### config.mk
export PLATFORM = sky130hd
export DESIGN_NAME = ahb_sram_arbiter
export DESIGN_NICKNAME = d
export VERILOG_FILES = /design/src/rtl/ahb_sram_arbiter.sv
export SDC_FILE = /design/constraint.sdc
export NUM_CORES = 1
export LEC_CHECK = 0
export ABC_AREA = 1
export CAP_MARGIN = 25
export CORE_ASPECT_RATIO = 0.9
export CORE_MARGIN = 4
export CORE_UTILIZATION = 25
export CTS_CLUSTER_DIAMETER = 100
export DETAILED_ROUTE_END_ITERATION = 10
export PLACE_DENSITY = 0.82
export SLEW_MARGIN = 25
export SYNTH_ARGS = -nofsm -noshare
export SYNTH_HDL_FRONTEND = slang
export SYNTH_SLANG_ARGS = --single-unit
### constraint.sdc
create_clock -name hclk -period 1.9 [get_ports hclk]
set_input_delay 0.38 -clock hclk [delete_from_list [all_inputs] [get_ports hclk]]
set_output_delay 0.38 -clock hclk [all_outputs]
set_load 0.03 [all_outputs]
### src/rtl/ahb_sram_arbiter.sv
// Two-master round-robin AHB arbiter feeding one SRAM controller slave port.
// Optional macro ARB_TIMEOUT_EN adds a hold counter that forces a hand-over after HOLD_LIMIT cycles.
module ahb_sram_arbiter #(
   parameter int ADDR_WIDTH     = 32,
   parameter int DATA_WIDTH     = 32,
   parameter bit DEFAULT_MASTER = 1'b0,
   parameter int HOLD_LIMIT     = 16
) (
   input  logic                  hclk,
   input  logic                  hreset,
   input  logic                  m0_hbusreq,
   input  logic                  m1_hbusreq,
   input  logic [ADDR_WIDTH-1:0] m0_haddr,
   input  logic [ADDR_WIDTH-1:0] m1_haddr,
   input  logic [1:0]            m0_htrans,
   input  logic [1:0]            m1_htrans,
   input  logic                  m0_hwrite,
   input  logic                  m1_hwrite,
   input  logic [2:0]            m0_hsize,
   input  logic [2:0]            m1_hsize,
   input  logic [2:0]            m0_hburst,
   input  logic [2:0]            m1_hburst,
   input  logic [DATA_WIDTH-1:0] m0_hwdata,
   input  logic [DATA_WIDTH-1:0] m1_hwdata,
   input  logic                  hready,
   output logic                  hgrant_m0,
   output logic                  hgrant_m1,
   output logic                  hmaster,
   output logic [ADDR_WIDTH-1:0] haddr,
   output logic [1:0]            htrans,
   output logic                  hwrite,
   output logic [2:0]            hsize,
   output logic [2:0]            hburst,
   output logic [DATA_WIDTH-1:0] hwdata
);

   typedef enum logic [1:0] {
      HT_IDLE   = 2'd0,
      HT_BUSY   = 2'd1,
      HT_NONSEQ = 2'd2,
      HT_SEQ    = 2'd3
   } htrans_e;

   logic       grant_q, grant_d;
   logic       hmaster_q;
   logic       hmaster_dp_q;
   logic [3:0] bcnt_q, bcnt_d;
   logic       last_winner_q, last_winner_d;
   logic       parked_q, parked_d;
   logic       arb_ok;
   logic       timeout;

   // Beats remaining after the first one of a fixed-length burst.
   function automatic logic [3:0] burst_beats_left(input logic [2:0] burst);
      case (burst)
         3'b010, 3'b011: burst_beats_left = 4'd3;
         3'b100, 3'b101: burst_beats_left = 4'd7;
         3'b110, 3'b111: burst_beats_left = 4'd15;
         default:        burst_beats_left = 4'd0;
      endcase
   endfunction

   assign hgrant_m0 = ~grant_q;
   assign hgrant_m1 = grant_q;
   assign hmaster   = hmaster_q;

   assign haddr  = hmaster_q ? m1_haddr  : m0_haddr;
   assign htrans = hmaster_q ? m1_htrans : m0_htrans;
   assign hwrite = hmaster_q ? m1_hwrite : m0_hwrite;
   assign hsize  = hmaster_q ? m1_hsize  : m0_hsize;
   assign hburst = hmaster_q ? m1_hburst : m0_hburst;
   assign hwdata = hmaster_dp_q ? m1_hwdata : m0_hwdata;

   always_comb begin
      // NOTE: every always_comb output gets a default first, so no path can infer a latch.
      bcnt_d = bcnt_q;
      if (hready) begin
         if (htrans == HT_NONSEQ) begin
            bcnt_d = burst_beats_left(hburst);
         end else if (htrans == HT_SEQ && bcnt_q != 4'd0) begin
            bcnt_d = bcnt_q - 4'd1;
         end
      end
   end

   assign arb_ok = hready && (bcnt_d <= 4'd1);

   always_comb begin
      grant_d  = grant_q;
      parked_d = parked_q;
      if (arb_ok) begin
         unique case ({m1_hbusreq, m0_hbusreq})
            2'b00: begin
               grant_d  = DEFAULT_MASTER;
               parked_d = 1'b1;
            end
            2'b01: begin
               grant_d  = 1'b0;
               parked_d = 1'b0;
            end
            2'b10: begin
               grant_d  = 1'b1;
               parked_d = 1'b0;
            end
            default: begin
               parked_d = 1'b0;
               // A parked grant or the final beat of a fixed burst hands over round-robin.
               if (bcnt_d != 4'd0 || parked_q || timeout) begin
                  grant_d = ~last_winner_q;
               end
            end
         endcase
      end
      last_winner_d = (grant_d != grant_q) ? grant_d : last_winner_q;
   end

   always_ff @(posedge hclk) begin
      // NOTE: non-blocking assignments so every flop samples pre-edge values regardless of order.
      if (hreset) begin
         grant_q       <= DEFAULT_MASTER;
         hmaster_q     <= DEFAULT_MASTER;
         hmaster_dp_q  <= DEFAULT_MASTER;
         bcnt_q        <= 4'd0;
         last_winner_q <= DEFAULT_MASTER;
         parked_q      <= 1'b1;
      end else if (hready) begin
         grant_q       <= grant_d;
         hmaster_q     <= grant_q;
         hmaster_dp_q  <= hmaster_q;
         bcnt_q        <= bcnt_d;
         last_winner_q <= last_winner_d;
         parked_q      <= parked_d;
      end
   end

`ifdef ARB_TIMEOUT_EN
   localparam int HOLD_W = $clog2(HOLD_LIMIT + 1);

   logic [HOLD_W-1:0] hold_cnt_q, hold_cnt_d;

   always_comb begin
      hold_cnt_d = hold_cnt_q;
      if (grant_d != grant_q) begin
         hold_cnt_d = '0;
      end else if (hready && bcnt_d == 4'd0 && hold_cnt_q != HOLD_W'(HOLD_LIMIT)) begin
         hold_cnt_d = hold_cnt_q + HOLD_W'(1);
      end
   end

   assign timeout = (hold_cnt_q == HOLD_W'(HOLD_LIMIT));

   always_ff @(posedge hclk) begin
      if (hreset) begin
         hold_cnt_q <= '0;
      end else begin
         hold_cnt_q <= hold_cnt_d;
      end
   end
`else
   // Without the hold counter the owner of undefined-length transfers is never pre-empted.
   assign timeout = (HOLD_LIMIT < 0);
`endif

endmodule

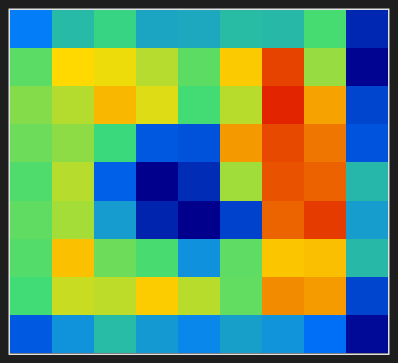
Fig. 1. Cell density map (run 1).
Scale: 4 px per um. The die is cut into 9 by 9 equal tiles; dark blue is low, red is high, 0 to 100% covered.
The mean over all tiles is 51%. The emptiest ninth of the die: middle. The densest ninth of the die: right middle. The fullest tile reaches 96%. 24% of the tiles are over 75% full. 3.7% of the tiles are nearly empty.
core area: 0.006551 mm^2
post-layout util: 0.6440
initial core utilization: 0.2571

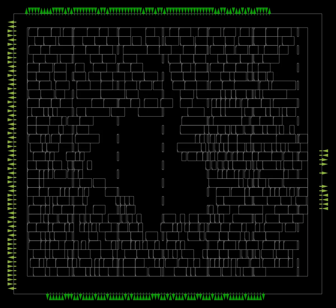
Fig. 2. Cell placement (run 1).
Seq cells: 9
cell row count: 28
fraction of area in registers: 0.04419
FILL cells: 553
Tapcells: 90

==> run_results.csv, run 1 <==
group,metric,value,unit
pwr,powerComb,1340,uW
sta,setup_viol,1,
pwr,top_power_group,"combinational logic",
worst_setup_path,crit_path_cell_trace,"buf_8 > nand2_1 > nand2_4 > nand2_4 > nand2_1 > nand2_1 > nand2_2 > nand2_2 > nand2_2 > nand2_2 > nor2_4 > nand2_2 > nand2_1 > nand3_1 > nand2_2 > nand3_1 > nand2_1 > inv_1",
sta,finalHoldViolations,0,
global_routing,grt_antenna_before_repair,0,
routing,drcViolationCount,0,
outcome,violations,"negative setup slack",
worst_setup_path,crit_arrival,2.09,ns
worst_setup_path,crit_family,"simple AND/OR/NAND/NOR gates",
layout,lay_top_count,"clkdlybuf4s50_1",
sta,grt_setup_unrepaired,"yes",
synthesis,synth-edff-count,0,
worst_hold_path,whs_endpoint,"parked_q$_SDFFE_PP1P_",
synthesis,xor_area_frac,0,
global_routing,track_usage,0.1947,
worst_setup_path,endpoint,"last_winner_q$_SDFFE_PP0P_",
global_routing,globalRouteMet1Util,0.2063,
clocking,cts_setup_buffers,0,
pwr,p_sw_frac,0.4222,
routing,drtPass1Iterations,4,
worst_setup_path,r2r_cells,18,
sta,setup_ws,-0.06285,ns
worst_hold_path,min_from,"parked_q$_SDFFE_PP1P_",
layout,largest_register_ffs,4,
layout,nClkBuffers,4,
synthesis,ys_sh_mux,0.2140,
synthesis,fp_nets,436,
worst_setup_path,slowest_stage,"dfxtp_4",
layout,n_all_buffers,248,
synthesis,largest_area_cell,"nand2_1",
worst_setup_path,crit_start,"hmaster$_SDFFE_PP0P_",
worst_setup_path,cp-start-kind,"flop",
placement,dp.cells,604,
synthesis,synthTopCellsByCount,"nand2_1 (145), mux2_2 (32), inv_1 (22)",
layout,stdcell_count,612,
synthesis,yosysMostFrequentCell,"nand2_1",
layout,layout.nets,675,
worst_setup_path,path_depth,18,
pwr,total_power,1787,uW
layout,postLayoutCellArea,0.004219,mm^2
layout,buf_share,0.5599,
layout,area_delta_synth_final,150.5,%
layout,largest_class,"non-clock buffers",
synthesis,ys_sh_simple,0.5260,
routing,wl,8658,um
outcome,status,"finished, violations left",
layout,clk_share,0.01068,
placement,pre_cts_ws,-0.2853,ns
floorplanning,die_area,0.008116,mm^2
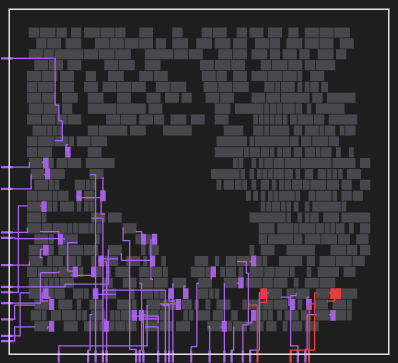
Fig. 3. I/O nets highlighted (run 1).
Scale: 4 px per um.
m0_hburst: shown in red, bits 3, direction input, edge bottom, end cells 3, buffers 3, wire 58.4 um. m1_haddr: shown in purple, bits 32, direction input, edge 20 bottom, 12 left, end cells 32, buffers 32, wire 727 um.
num ports: 227
Port Buffers: 226

==> inputs of run 2 (changes only) <==
--- a/config.mk
+++ b/config.mk
@@ -17,3 +17,4 @@
 export SYNTH_ARGS = -nofsm -noshare
 export SYNTH_HDL_FRONTEND = slang
 export SYNTH_SLANG_ARGS = --single-unit
+export TNS_END_PERCENT = 50
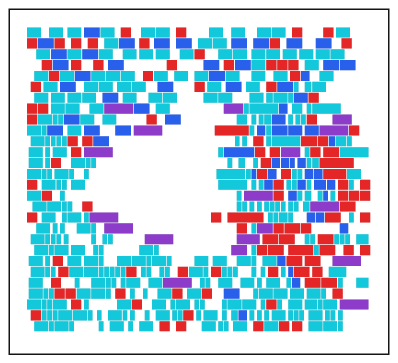
Fig. 4. Sizing map (run 2).
Scale: 4 px per um.
_3 and _4 cells: shown in red, cells 108, share 20%. _2 cells: shown in blue, cells 63, share 12%. _6 and larger: shown in purple, cells 18, share 3.4%. _0 and _1 cells: shown in cyan, cells 338, share 64%.
final setup margin: 0.007683 ns
final instance area: 0.004289 mm^2
Non-clk bufs: 253
P&R area growth vs syn: 154.7%

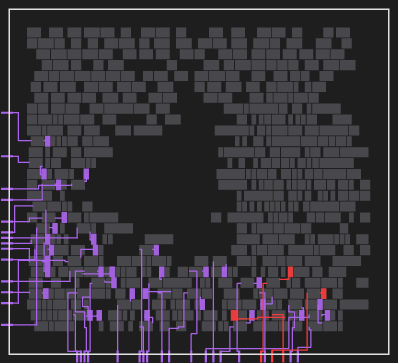
Fig. 5. I/O nets highlighted (run 2).
Scale: 4 px per um.
m0_hburst: shown in red, bits 3, direction input, edge bottom, end cells 3, buffers 3, wire 73.1 um. m1_haddr: shown in purple, bits 32, direction input, edge 18 bottom, 14 left, end cells 32, buffers 32, wire 601 um.

==> run 2 against run 1 <==
Compared with the run above: the flow now finishes without violations; final cell count rose by 0.82%; clock power barely moved; area after synthesis did not move; global-route usage fell by 0.80 points; via count rose by 0.99%; highest routed layer unchanged; sequential share of layout area barely moved; non-clock buffer count rose by 5; flip-flop count did not move; core utilization rose by 1.1 points; largest power group unchanged.
==> run_results.csv, run 2 <==
group,metric,value,unit
worst_setup_path,slowest_stage,"dfxtp_4",
synthesis,ys_sh_simple,0.5260,
synthesis,yosysMostFrequentCell,"nand2_1",
outcome,status,"complete, no violations",
placement,pre_cts_ws,-0.2641,ns
global_routing,grt_antenna_before_repair,0,
worst_setup_path,crit_path_cell_trace,"inv_12 > buf_12 > nand2_8 > nand2_8 > nand2_4 > nor2_4 > nand2_2 > nand2_2 > nand2_2 > nand2_2 > nand2_2 > nor2_4 > nand2_1 > nand2_1 > nand3_2 > nand2_2 > nand3_2 > nand2_2 > inv_1",
synthesis,xor_area_frac,0,
pwr,top_power_group,"combinational logic",
global_routing,globalRouteMet1Util,0.2042,
placement,dp.cells,607,
worst_setup_path,endpoint,"last_winner_q$_SDFFE_PP0P_",
worst_setup_path,crit_start,"hmaster$_SDFFE_PP0P_",
layout,ff_count,9,
worst_setup_path,r2r_cells,19,
pwr,total_power,1808,uW
clocking,path_clk_slew,0.05,ns
worst_setup_path,crit_family,"simple AND/OR/NAND/NOR gates",
routing,drtPass1Iterations,4,
floorplanning,die_area,0.008116,mm^2
pwr,powerComb,1360,uW
worst_setup_path,path_depth,19,
routing,drcViolationCount,0,
layout,buf_share,0.5630,
worst_setup_path,crit_arrival,2.03,ns
layout,nClkBuffers,3,
synthesis,synth.distinct_cells,26,
worst_setup_path,cp-start-kind,"flop",
layout,lay_top_count,"clkdlybuf4s50_1",
floorplanning,initCoreUtil,0.2571,
layout,stdcell_count,617,
worst_hold_path,whs_endpoint,"parked_q$_SDFFE_PP1P_",
layout,largest_register_ffs,4,
pwr,p_sw_frac,0.4212,
sta,fin_crit,1.892,ns
synthesis,synth-edff-count,0,
layout,final_core_util,0.6547,
synthesis,largest_area_cell,"nand2_1",
global_routing,track_usage,0.1867,
clocking,cts_setup_buffers,0,
worst_hold_path,min_from,"parked_q$_SDFFE_PP1P_",
synthesis,ys_sh_mux,0.2140,
layout,layout.nets,680,
layout,clk_share,0.01079,
floorplanning,core_area,0.006551,mm^2
sta,setup_viol,0,
sta,grt_setup_unrepaired,"yes",
sta,finalHoldViolations,0,
synthesis,synthTopCellsByCount,"nand2_1 (145), mux2_2 (32), inv_1 (22)",
floorplanning,io-pin-count,227,
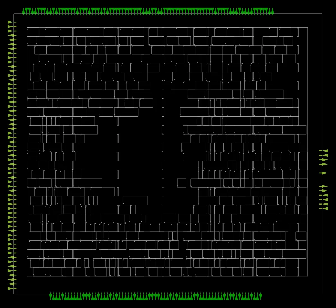
Fig. 6. Cell placement (run 2).
fraction of area in registers: 0.04405
FILL cells: 548

==> inputs of run 3 (changes only) <==
--- a/config.mk
+++ b/config.mk
@@ -13,8 +13,9 @@
 export CTS_CLUSTER_DIAMETER = 100
 export DETAILED_ROUTE_END_ITERATION = 10
 export PLACE_DENSITY = 0.82
+export RECOVER_POWER = 25
 export SLEW_MARGIN = 25
 export SYNTH_ARGS = -nofsm -noshare
 export SYNTH_HDL_FRONTEND = slang
 export SYNTH_SLANG_ARGS = --single-unit
-export TNS_END_PERCENT = 50
+export TNS_END_PERCENT = 5
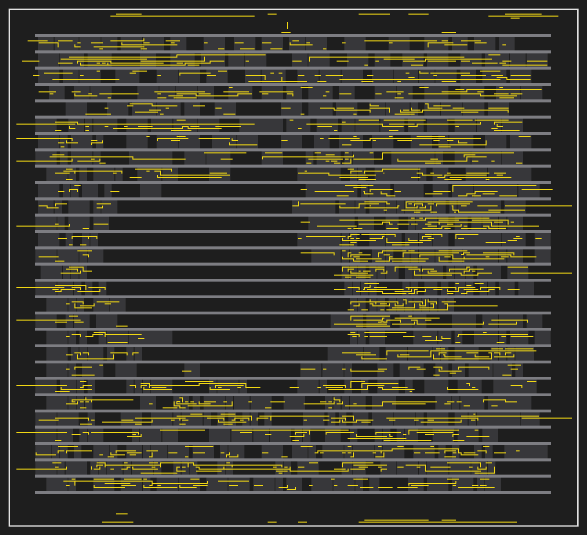
Fig. 7. M1 wires (run 3).
Scale: 6 px per um. Supply wires on this layer in gray.
The wires run mostly horizontal. The layer holds 37% of the routed length.
met1 usage: 0.2049
total wire length: 8045 um
routed vias: 2569

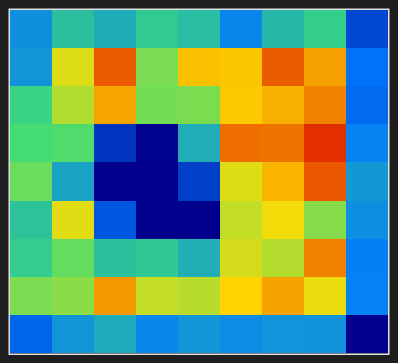
Fig. 8. Cell density map (run 3).
Scale: 4 px per um. The die is cut into 9 by 9 equal tiles; dark blue is low, red is high, 0 to 100% covered.
7.4% of the tiles are nearly empty. The fullest tile reaches 95%. The emptiest ninth of the die: middle. The mean over all tiles is 50%. 22% of the tiles are over 75% full. The densest ninth of the die: right middle.
post-layout util: 0.6303

==> run 3 against run 2 <==
Compared with the run above: the run now ends with negative setup slack left; via count is 2.8% lower; register-to-register slack worse by 0.03 ns; worst hold slack better by 0.017 ns; worst setup slack worse by 0.034 ns; critical endpoint unchanged; largest cell class unchanged; largest power group unchanged.
==> run_results.csv, run 3 <==
group,metric,value,unit
floorplanning,core_area,0.006551,mm^2
global_routing,grt_antenna_before_repair,0,
sta,setup_ws,-0.02633,ns
outcome,status,"finished, violations left",
worst_hold_path,whs_endpoint,"parked_q$_SDFFE_PP1P_",
outcome,violations,"negative setup slack",
layout,largest_class,"non-clock buffers",
synthesis,largest_area_cell,"nand2_1",
sta,setup_viol,1,
placement,pre_cts_ws,-0.3197,ns
synthesis,synth-edff-count,0,
layout,seq_share,0.04515,
synthesis,xor_area_frac,0,
global_routing,track_usage,0.1827,
pwr,p_sw_frac,0.4233,
layout,largest_register_ffs,4,
layout,stdcell_count,608,
worst_hold_path,min_from,"parked_q$_SDFFE_PP1P_",
synthesis,fp_nets,436,
worst_setup_path,crit_family,"simple AND/OR/NAND/NOR gates",
floorplanning,rows,28,
layout,ff_count,9,
layout,postLayoutCellArea,0.004129,mm^2
layout,fill_cells,568,
synthesis,ys_sh_mux,0.2140,
pwr,powerComb,1290,uW
worst_setup_path,slowest_stage,"clkdlybuf4s50_1",
floorplanning,die_area,0.008116,mm^2
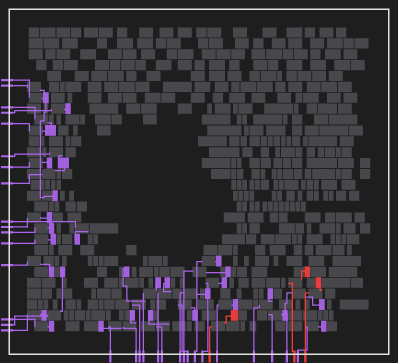
Fig. 9. I/O nets highlighted (run 3).
Scale: 4 px per um.
m0_hburst: shown in red, bits 3, direction input, edge bottom, end cells 3, buffers 3, wire 50.9 um. m1_haddr: shown in purple, bits 32, direction input, edge 16 bottom, 16 left, end cells 32, buffers 32, wire 489 um.

Power figures rest on the tool's default switching activity, not on a simulated workload.
